$ cat src/rtl/inst_sequencer.sv
// ---------------------------------------------------------------------------
// inst_sequencer
//
// Small instruction sequencer. It holds a loadable instruction memory and
// issues one instruction at a time to a datapath. It supports single-step
// (edge-detected button), free-run and branch redirection. Completion of
// each instruction is signalled by the datapath through exec_done.
//
// Ports
//   clk           : single clock, rising edge
//   reset         : asynchronous active-high reset
//   load_we       : one-cycle strobe, writes ext_inst to mem[inst_count]
//   ext_inst      : instruction word to load (IW bits)
//   clear         : synchronous program clear (count, pc, state)
//   step          : raw single-step button level
//   run           : free-run enable (level)
//   exec_done     : datapath finished the issued instruction
//   branch_taken  : sampled with exec_done, selects branch_target
//   branch_target : next pc when branch_taken is high
//   inst_out      : registered instruction being issued
//   exec_valid    : inst_out valid, waiting for exec_done
//   pc            : current program counter
//   inst_count    : number of loaded instructions (0..DEPTH)
//   halted        : high while in HALT
//   full          : high when inst_count == DEPTH
// ---------------------------------------------------------------------------
module inst_sequencer #(
   parameter  int DEPTH = 16,
   parameter  int IW    = 12,
   localparam int AW    = $clog2(DEPTH),
   localparam int CW    = AW + 1
) (
   input  logic          clk,
   input  logic          reset,
   input  logic          load_we,
   input  logic [IW-1:0] ext_inst,
   input  logic          clear,
   input  logic          step,
   input  logic          run,
   input  logic          exec_done,
   input  logic          branch_taken,
   input  logic [AW-1:0] branch_target,
   output logic [IW-1:0] inst_out,
   output logic          exec_valid,
   output logic [AW-1:0] pc,
   output logic [CW-1:0] inst_count,
   output logic          halted,
   output logic          full
);

   typedef enum logic [1:0] {
      S_IDLE  = 2'd0,
      S_FETCH = 2'd1,
      S_EXEC  = 2'd2,
      S_HALT  = 2'd3
   } state_t;

   localparam logic [CW-1:0] COUNT_ONE_C  = CW'(1);
   localparam logic [CW-1:0] COUNT_ZERO_C = CW'(0);
   localparam logic [CW-1:0] COUNT_FULL_C = CW'(DEPTH);

   // Instruction storage; deliberately not touched by reset or clear.
   logic [IW-1:0] mem_r [DEPTH];

   state_t        state_r;
   state_t        state_nx_s;
   logic [AW-1:0] pc_r;
   logic [AW-1:0] pc_nx_s;
   logic [CW-1:0] count_r;
   logic [CW-1:0] count_nx_s;
   logic [IW-1:0] inst_out_r;
   logic [IW-1:0] inst_out_nx_s;
   logic          exec_valid_r;
   logic          exec_valid_nx_s;
   logic          halted_r;
   logic          halted_nx_s;
   logic          full_r;
   logic          full_nx_s;
   logic          step_q_r;

   logic          step_pulse_s;
   logic          load_ok_s;
   logic          mem_we_s;
   logic [CW-1:0] pc_ext_s;
   logic [CW-1:0] next_pc_s;

   assign step_pulse_s = step & ~step_q_r;
   assign load_ok_s    = load_we & ~full_r;
   assign pc_ext_s     = {1'b0, pc_r};

   // Next pc is formed one bit wider than pc so that running off the end of
   // the program (or branching past it) is seen as >= inst_count, not wrapped.
   assign next_pc_s = branch_taken ? {1'b0, branch_target} : (pc_ext_s + COUNT_ONE_C);

   // Next-state, next-pc, count and instruction register selection.
   always_comb begin
      state_nx_s    = state_r;
      pc_nx_s       = pc_r;
      count_nx_s    = count_r;
      inst_out_nx_s = inst_out_r;
      mem_we_s      = 1'b0;

      if (clear) begin
         // Clear aborts anything in flight and outranks a coincident load.
         state_nx_s = S_IDLE;
         pc_nx_s    = {AW{1'b0}};
         count_nx_s = COUNT_ZERO_C;
      end else begin
         case (state_r)
            S_IDLE: begin
               if (load_ok_s) begin
                  // A load beats a coincident start request.
                  mem_we_s   = 1'b1;
                  count_nx_s = count_r + COUNT_ONE_C;
                  pc_nx_s    = {AW{1'b0}};
                  state_nx_s = S_IDLE;
               end else if (run | step_pulse_s) begin
                  if (pc_ext_s < count_r) begin
                     state_nx_s = S_FETCH;
                  end else if (count_r != COUNT_ZERO_C) begin
                     state_nx_s = S_HALT;
                  end else begin
                     state_nx_s = S_IDLE;
                  end
               end else begin
                  state_nx_s = S_IDLE;
               end
            end

            S_FETCH: begin
               inst_out_nx_s = mem_r[pc_r];
               state_nx_s    = S_EXEC;
            end

            S_EXEC: begin
               if (exec_done) begin
                  pc_nx_s = next_pc_s[AW-1:0];
                  if (next_pc_s >= count_r) begin
                     state_nx_s = S_HALT;
                  end else if (run) begin
                     state_nx_s = S_FETCH;
                  end else begin
                     state_nx_s = S_IDLE;
                  end
               end else begin
                  state_nx_s = S_EXEC;
               end
            end

            S_HALT: begin
               // Only a load (or clear/reset) leaves HALT; step and run are ignored.
               if (load_ok_s) begin
                  mem_we_s   = 1'b1;
                  count_nx_s = count_r + COUNT_ONE_C;
                  pc_nx_s    = {AW{1'b0}};
                  state_nx_s = S_IDLE;
               end else begin
                  state_nx_s = S_HALT;
               end
            end

            default: begin
               state_nx_s = S_IDLE;
            end
         endcase
      end
   end

   // Status flags are registered from the next-state view so they line up
   // with the state and count registers.
   always_comb begin
      exec_valid_nx_s = (state_nx_s == S_EXEC);
      halted_nx_s     = (state_nx_s == S_HALT);
      full_nx_s       = (count_nx_s == COUNT_FULL_C);
   end

   // State, datapath and output registers with asynchronous reset.
   always_ff @(posedge clk or posedge reset) begin
      if (reset) begin
         state_r      <= S_IDLE;
         pc_r         <= {AW{1'b0}};
         count_r      <= COUNT_ZERO_C;
         inst_out_r   <= {IW{1'b0}};
         exec_valid_r <= 1'b0;
         halted_r     <= 1'b0;
         full_r       <= 1'b0;
         step_q_r     <= 1'b0;
      end else begin
         state_r      <= state_nx_s;
         pc_r         <= pc_nx_s;
         count_r      <= count_nx_s;
         inst_out_r   <= inst_out_nx_s;
         exec_valid_r <= exec_valid_nx_s;
         halted_r     <= halted_nx_s;
         full_r       <= full_nx_s;
         step_q_r     <= step;
      end
   end

   // Instruction memory write port; the write address is the current count.
   always_ff @(posedge clk) begin
      if (mem_we_s) begin
         mem_r[count_r[AW-1:0]] <= ext_inst;
      end
   end

   assign inst_out   = inst_out_r;
   assign exec_valid = exec_valid_r;
   assign pc         = pc_r;
   assign inst_count = count_r;
   assign halted     = halted_r;
   assign full       = full_r;

endmodule

$ cat config.mk
export PLATFORM = sky130hd
export DESIGN_NAME = inst_sequencer
export DESIGN_NICKNAME = d
export VERILOG_FILES = /design/src/rtl/inst_sequencer.sv
export SDC_FILE = /design/constraint.sdc
export NUM_CORES = 1
export LEC_CHECK = 0
export ABC_AREA = 1
export CAP_MARGIN = 20
export CELL_PAD_IN_SITES_DETAIL_PLACEMENT = 0
export CELL_PAD_IN_SITES_GLOBAL_PLACEMENT = 1
export CORE_UTILIZATION = 33
export DETAILED_ROUTE_END_ITERATION = 8
export PLACE_DENSITY_LB_ADDON = 0.1
export REMOVE_ABC_BUFFERS = 1
export SYNTH_ARGS = -nofsm -noshare
export SYNTH_HDL_FRONTEND = slang
export SYNTH_SLANG_ARGS = --single-unit
export TNS_END_PERCENT = 20
$ cat constraint.sdc
create_clock -name clk -period 3.8 [get_ports clk]
set_clock_uncertainty 0.15 [all_clocks]
set_input_delay 0.38 -clock clk [delete_from_list [all_inputs] [get_ports clk]]
set_output_delay 0.38 -clock clk [all_outputs]
set_load 0.005 [all_outputs]
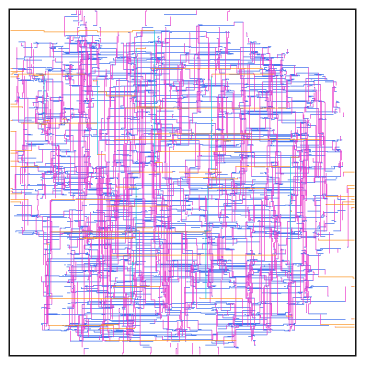
(run_1/metal_stack.png)
Drawn at 2 px/µm.
met4: drawn in cyan, wire length 400 µm. met3: drawn in orange, wire length 1410 µm. met1: drawn in blue, wire length 11900 µm. met2: drawn in magenta, wire length 12300 µm.
DR WL/cell: 19.1 µm
Total GRT Usage: 18.0%

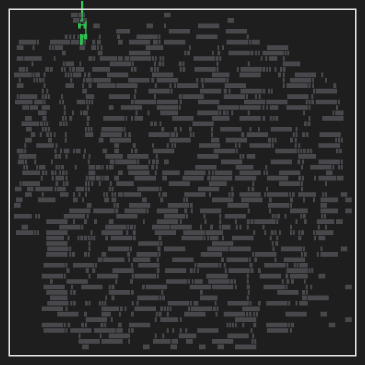
(run_1/port_nets.png)
Drawn at 2 px/µm.
branch_taken: drawn in green, direction input, edge top, end cells 5, buffers 1, wire 22.7 µm.
IO buf count: 47
number of I/O pins: 48

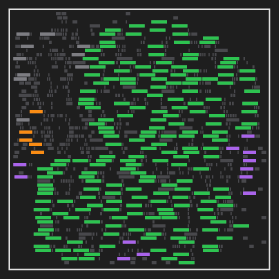
(run_1/registers.png)
Drawn at 1.5 px/µm.
inst_count: drawn in orange, sequential cells 5, where middle left. mem_r: drawn in green, sequential cells 192. inst_out: drawn in purple, sequential cells 12.
Another 10 sequential cells are not colored.

==> metrics.csv, run 1 <==
metric;value;unit
pre-CTS setup slack;1.10;ns
routed vias/inst;4.68;
Critical path origin;pc[1];
critical path cell sequence;buf_4 > clkdlybuf4s50_1;
vias in the first global route;6249;
Latency at later pin;0.51;ns
run status;finished clean;
RSZ-0062 raised after global routing;no;
Hold WC Path Type;input pin to async pin;
Relative slew margins;45.4;%
fa+ha+maj area frac;2.22;%
top comb family, area;simple AND/OR/NAND/NOR gates;
yosys simple share;20.5;%
Core Rows;62;
Yosys cell types;30;
register area share after synthesis;67.2;%
Startpoint Class;flip-flop;
Max FO, Critical Path;26;
Area Overhead vs Synth;18.2;%
crit path to;pc[1];
setup repair bufs after CTS;0;
DPL Wire Length;16100;µm
ys cells;894;
Worst R2R Setup Slack;1.29;ns
Crit. End Element;primary output;
Flops after synth;219;
DRC;0;
grt ovf;0;
Top cell excl fill/tap;nand2_1;
WL final;26000;µm
Top cells by area;edfxtp_1 (60%), nand2_1 (11%), dfrtp_1 (7.0%), nand3_1 (4.9%), nor2_1 (3.9%);
Post-Synth AOI/OAI Area;4.45;%
fillcell total;2810;
CTS hold repair buffers;0;
RR Startpoint;state_r[0];
Die Span Y;172;µm
post-synthesis cell area;9590;µm²
Syn Area/Cell;10.7;µm²
Core ar.;28600;µm²
routed vias;6379;
slowest CP cell;dfrtp_2;
Initial Util;33.5;%
Reg-to-Reg End;mem_r[13][5];
H-tree levels;1;
nets;1002;
XORs/XNORs by Area;0.183;%
fin crit period;2.72;ns
R2R depth;8;
period utilization;71.6;%
most frequent cells in the layout;nand2_1 (288), edfxtp_1 (192), nor2_1 (100);
Ys Warns;0;
Synth mux share;0;%
Hold Violations, Final;0;
power per cell area;532;nW/µm²
Max Transition Viols Final;0;
GPL Wtd Cong;0.797;
Tightest Pin Transition;0.819;ns
count of tool warnings;31;
Post-Syn Instances;894;
post-synth top area cell;edfxtp_1;
initial antenna violation count;0;
chip width;172;µm
setup TNS;0;ns
Placed Area;10500;µm²
Crit path arrival time;2.19;ns
fin util;39.6;%
Critical Path RT;3.27;ns
==> run 1: report_power, final <==
part | switching (W) | internal, W
combinational | 0.000494 | 0.000341
sequential | 0.0000708 | 0.00276
clock | 0.000945 | 0.00142
==> run 1: flip-flops by register name (all words and copies together) (netlist names) <==
signal      cells
mem_r         192
inst_out       12
inst_count      5
pc              4
state_r         2
exec_valid      1
full            1
halted          1
step_q_r        1
==> run 1: critical path, delay by kind of cell (launching register included) <==
family / cells / cell delay, ns
buf+inv: 2 / 1.04
flops: 1 / 0.61
==> run 1: layout make-up <==
class	count	area (µm²)	share of cell area (%)
repair buffers	80	731	6.44
clock inverters	16	155	1.37
well taps	384	480	4.24
multi-input cells	573	2640	23.3
inverters	62	236	2.08
clock buffers	29	651	5.74
flip-flops and latches	219	6450	56.8
==> run 1: metal layers <==
layer	part of all wire, %	global-route usage, %	vias to the layer above
met5	0	0	-
met4	1.5	3.73	0
met3	5.4	2.24	28
met2	47	30.5	114
met1	46	24.7	3095
li1	-	-	3142
==> run 1: synthesized netlist by cell type, drive strengths merged <==
master	instances
a21boi	1
a21oi	4
a31oi	1
buf	35
clkbuf	5
clkinv	1
dfrtp	27
edfxtp	192
ha	17
inv	61
nand2	289
nand3	93
nand3b	2
nand4	2
nor2	100
nor3	3
o211ai	14
o21ai	43
o22ai	2
xnor2	1
xor2	1
==> run 1: stage by stage <==
stage          power [W]  hold slack (ns)
6_report         0.00603           0.0856
2_1_floorplan    0.00332            0.261
4_1_cts          0.00612            0.105
3_5_place_dp     0.00373            0.318
5_1_grt          0.00631            0.131
3_3_place_gp     0.00374            0.317
==> run_1/final_congestion.png <==
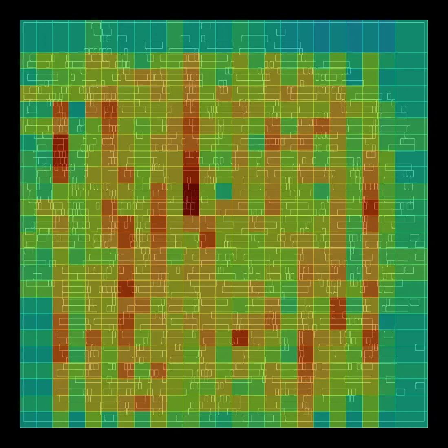

==> run 2: changes to the inputs <==
==> constraint.sdc (replaced) <==
create_clock -name clk -period 2.81 [get_ports clk]
set_clock_uncertainty 0.15 [all_clocks]
set_input_delay 0.281 -clock clk [delete_from_list [all_inputs] [get_ports clk]]
set_output_delay 0.281 -clock clk [all_outputs]
set_load 0.005 [all_outputs]
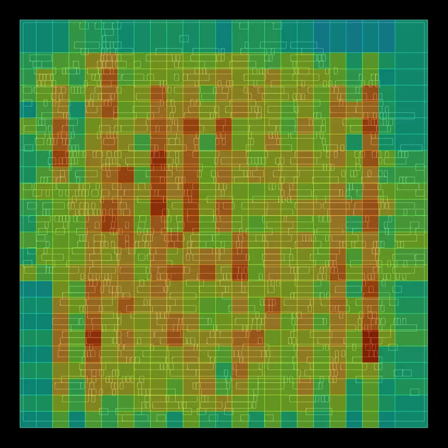
(run_2/final_congestion.png)
met3 Use GR: 2.66%
met2 Use GR: 31.3%
Total GRT Usage: 18.8%
DR WL/cell: 19.3 µm

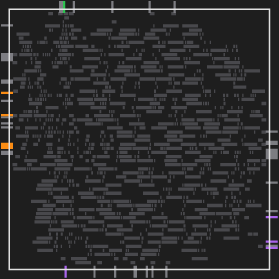
(run_2/pins.png)
Drawn at 1.5 px/µm. Pins as bars across the die edge, other pins in gray.
branch_taken: drawn in green, pins 1, direction input, edge top. pc: drawn in purple, pins 4, direction output, edge 3 right, 1 bottom. inst_count: drawn in orange, pins 5, direction output, edge left.
All pins by edge: 18 left, 14 right, 8 top, 8 bottom.

==> metrics.csv, run 2 <==
metric;value;unit;change
vias in the first global route;6401;;+2.4%
routed vias/inst;4.67;;-0.29%
RSZ-0062 raised after global routing;no;;
total CTS buffers;26;;
fillcell total;2806;;-0.14%
Pleak;4.60;nW;
period utilization;87.2;%;
Yosys chip area;9590;µm²;
Relative slew margins;55.5;%;+10 points
M1 WL;12400;µm;+4.7%
initial antenna violation count;1;;+1
failing checks;negative hold slack;;
grt ovf;0;;unchanged
count leader, synth;nand2_1;;
Comb gates;573;;unchanged
Critical Path RT;2.38;ns;-0.89 ns
H-tree levels;1;;unchanged
clock buffer depth;3;;
post-synthesis cell area;9590;µm²;unchanged
clock network area share;7.49;%;+0.39 points
chip width;172;µm;unchanged
Max FO, Critical Path;90;;+250%
Chip Area;29800;µm²;
number of I/O pins;48;;unchanged
Worst VDD drop;0.364;mV;
synth cell count leaders;nand2_1 (288), edfxtp_1 (192), nor2_1 (100), nand3_1 (93), inv_1 (58);;
Non-clk invs;62;;unchanged
max reg flops;192;;unchanged
Hold Violations, Final;6;;+6
Latency at later pin;0.53;ns;+0.02 ns
Max Freq;408;MHz;
Sink Count;219;;
CTS tree;yes;;
Max Transition Viols Final;0;;unchanged
count of tool warnings;31;;unchanged
Pre-antenna DRT Iters;7;;
fin crit period;2.45;ns;
routed length on met3;986;µm;-30%
post-synth top area cell;edfxtp_1;;
WL final;26500;µm;+2.1%
DPL Wire Length;16300;µm;+0.89%
Ys Warns;0;;unchanged
Core ar.;28600;µm²;unchanged
setup repair bufs after CTS;0;;unchanged
Yosys cell types;30;;unchanged
run status;finished, violations left;;
registers;219;;unchanged
ys cells;894;;unchanged
GPL Wtd Cong;0.756;;-5.1%
Tightest Pin Transition;0.667;ns;-0.153 ns
clock transition at the registers of the reported paths;0.06;ns;
Repair and plain buffers;88;;+10%
largest net degree at the start of global routing;91;;
Global Route met1 Usage;25.9;%;+1.2 points
met2 WL;12700;µm;+2.8%
Core Rows;62;;unchanged
MI comb area;2640;µm²;unchanged
Seq area share;55.9;%;-0.89 points
CTS resizes;0;;
Flops after synth;219;;unchanged
busiest layer in global routing;met2;;
max_cap viols;0;;
Data buffer area share;7.41;%;+0.96 points
routed vias;6412;;+0.52%
Post-synth ARST share;12.3;%;unchanged
Syn Area/Cell;10.7;µm²;unchanged
Top cell excl fill/tap;nand2_1;;
Top cells by area;edfxtp_1 (60%), nand2_1 (11%), dfrtp_1 (7.0%), nand3_1 (4.9%), nor2_1 (3.9%);;
DR top layer;met5;;
main flop type;edfxtp_1;;
largest class;sequential cells;;
clock buf count;30;;+3.4%
fin util;40.3;%;+0.63 points
Reg area;6450;µm²;unchanged
Crit path arrival time;2.02;ns;-0.17 ns
Crit. End Element;primary output;;
Inserted Diodes;0;;
power per cell area;727;nW/µm²;+37%
Post-Place Cells;1326;;
nets;1011;;+0.90%
IO buf count;47;;unchanged
Min Hold Slack;-0.00804;ns;-0.0937 ns
DRC;0;;unchanged
Hold WC Path Type;input pin to async pin;;
layout cells sized above 1;10.3;%;
Setup Crit Path Kind;flip-flop to primary output;;
register area share after synthesis;67.2;%;unchanged
Post-Layout Cell Count;1374;;
Area Overhead vs Synth;20.1;%;
R2R depth;11;;+3
Startpoint Class;flip-flop;;
Post-Syn Instances;894;;unchanged
CTS hold repair buffers;0;;unchanged
Area leader share;60.1;%;
count of library flops with an enable pin;192;;unchanged
first-pass GRT wire length;40400;µm;
Antenna Nets Post-Route;0;;
most frequent cells in the layout;nand2_1 (288), edfxtp_1 (192), nor2_1 (100);;
Tap Count;384;;unchanged
Comb/total area;22.9;%;-0.36 points
Die Span Y;172;µm;unchanged
Initial Util;33.5;%;unchanged
run 2: netlist changes by cell type in the layout (fill, tap and decap cells not counted):
cell / delta
clkbuf_16: +2
clkinv_8: +1
clkinv_2: +1
buf_12: +5
clkbuf_8: -1
buf_4: +3
run 2: worst paths after layout:
| kind | from | to | slack (ns) |
|---|---|---|---|
| worst min-delay path | reset | pc[2] | -0.008 |
| worst min register to register | inst_out[11] | inst_out[11] | 0.33 |
| worst max-delay path | pc[0] | pc[0] | 0.36 |
| max in group asynchronous | reset | state_r[1] | 1.89 |
| worst max register to register | pc[0] | exec_valid | 0.48 |
| min in group clk | step | step_q_r | 0.08 |
run 2: report_power, final:
group | switching [W] | total [W] | internal [W]
clock | 0.00135 | 0.00338 | 0.00203
combinational | 0.000684 | 0.00117 | 0.000481
sequential | 0.000102 | 0.00383 | 0.00373
run 2: critical path: stages (launching register included):
cell and delay (ns):
dfrtp_4 0.46, buf_12 0.34, clkdlybuf4s50_1 0.59
run 2: per-stage QoR:
step	hold WS, ns	instance area [µm²]	setup TNS [ns]	total power (W)	setup WS (ns)
2_1_floorplan	0.162	9300	-14.24	0.00448	-0.942
3_3_place_gp	0.314	10700	0	0.00510	0.460
3_5_place_dp	0.318	10700	0	0.00508	0.485
4_1_cts	0.0135	11500	0	0.00848	0.344
5_1_grt	0.0173	11500	0	0.00877	0.263
6_report	-0.00804	11500	0	0.00837	0.361
run 2: kinds of logic after synthesis:
family                   after synthesis  share of synthesized area [%]
AND/OR/NAND/NOR                      489                           20.5
adder cells (fa/ha/maj)               17                           2.22
buffers and inverters                102                           5.45
AND-OR/OR-AND                         65                           4.45
XOR/XNOR                               2                          0.183
flip-flops                           219                           67.2
Power is estimated from default activity; no workload was simulated.
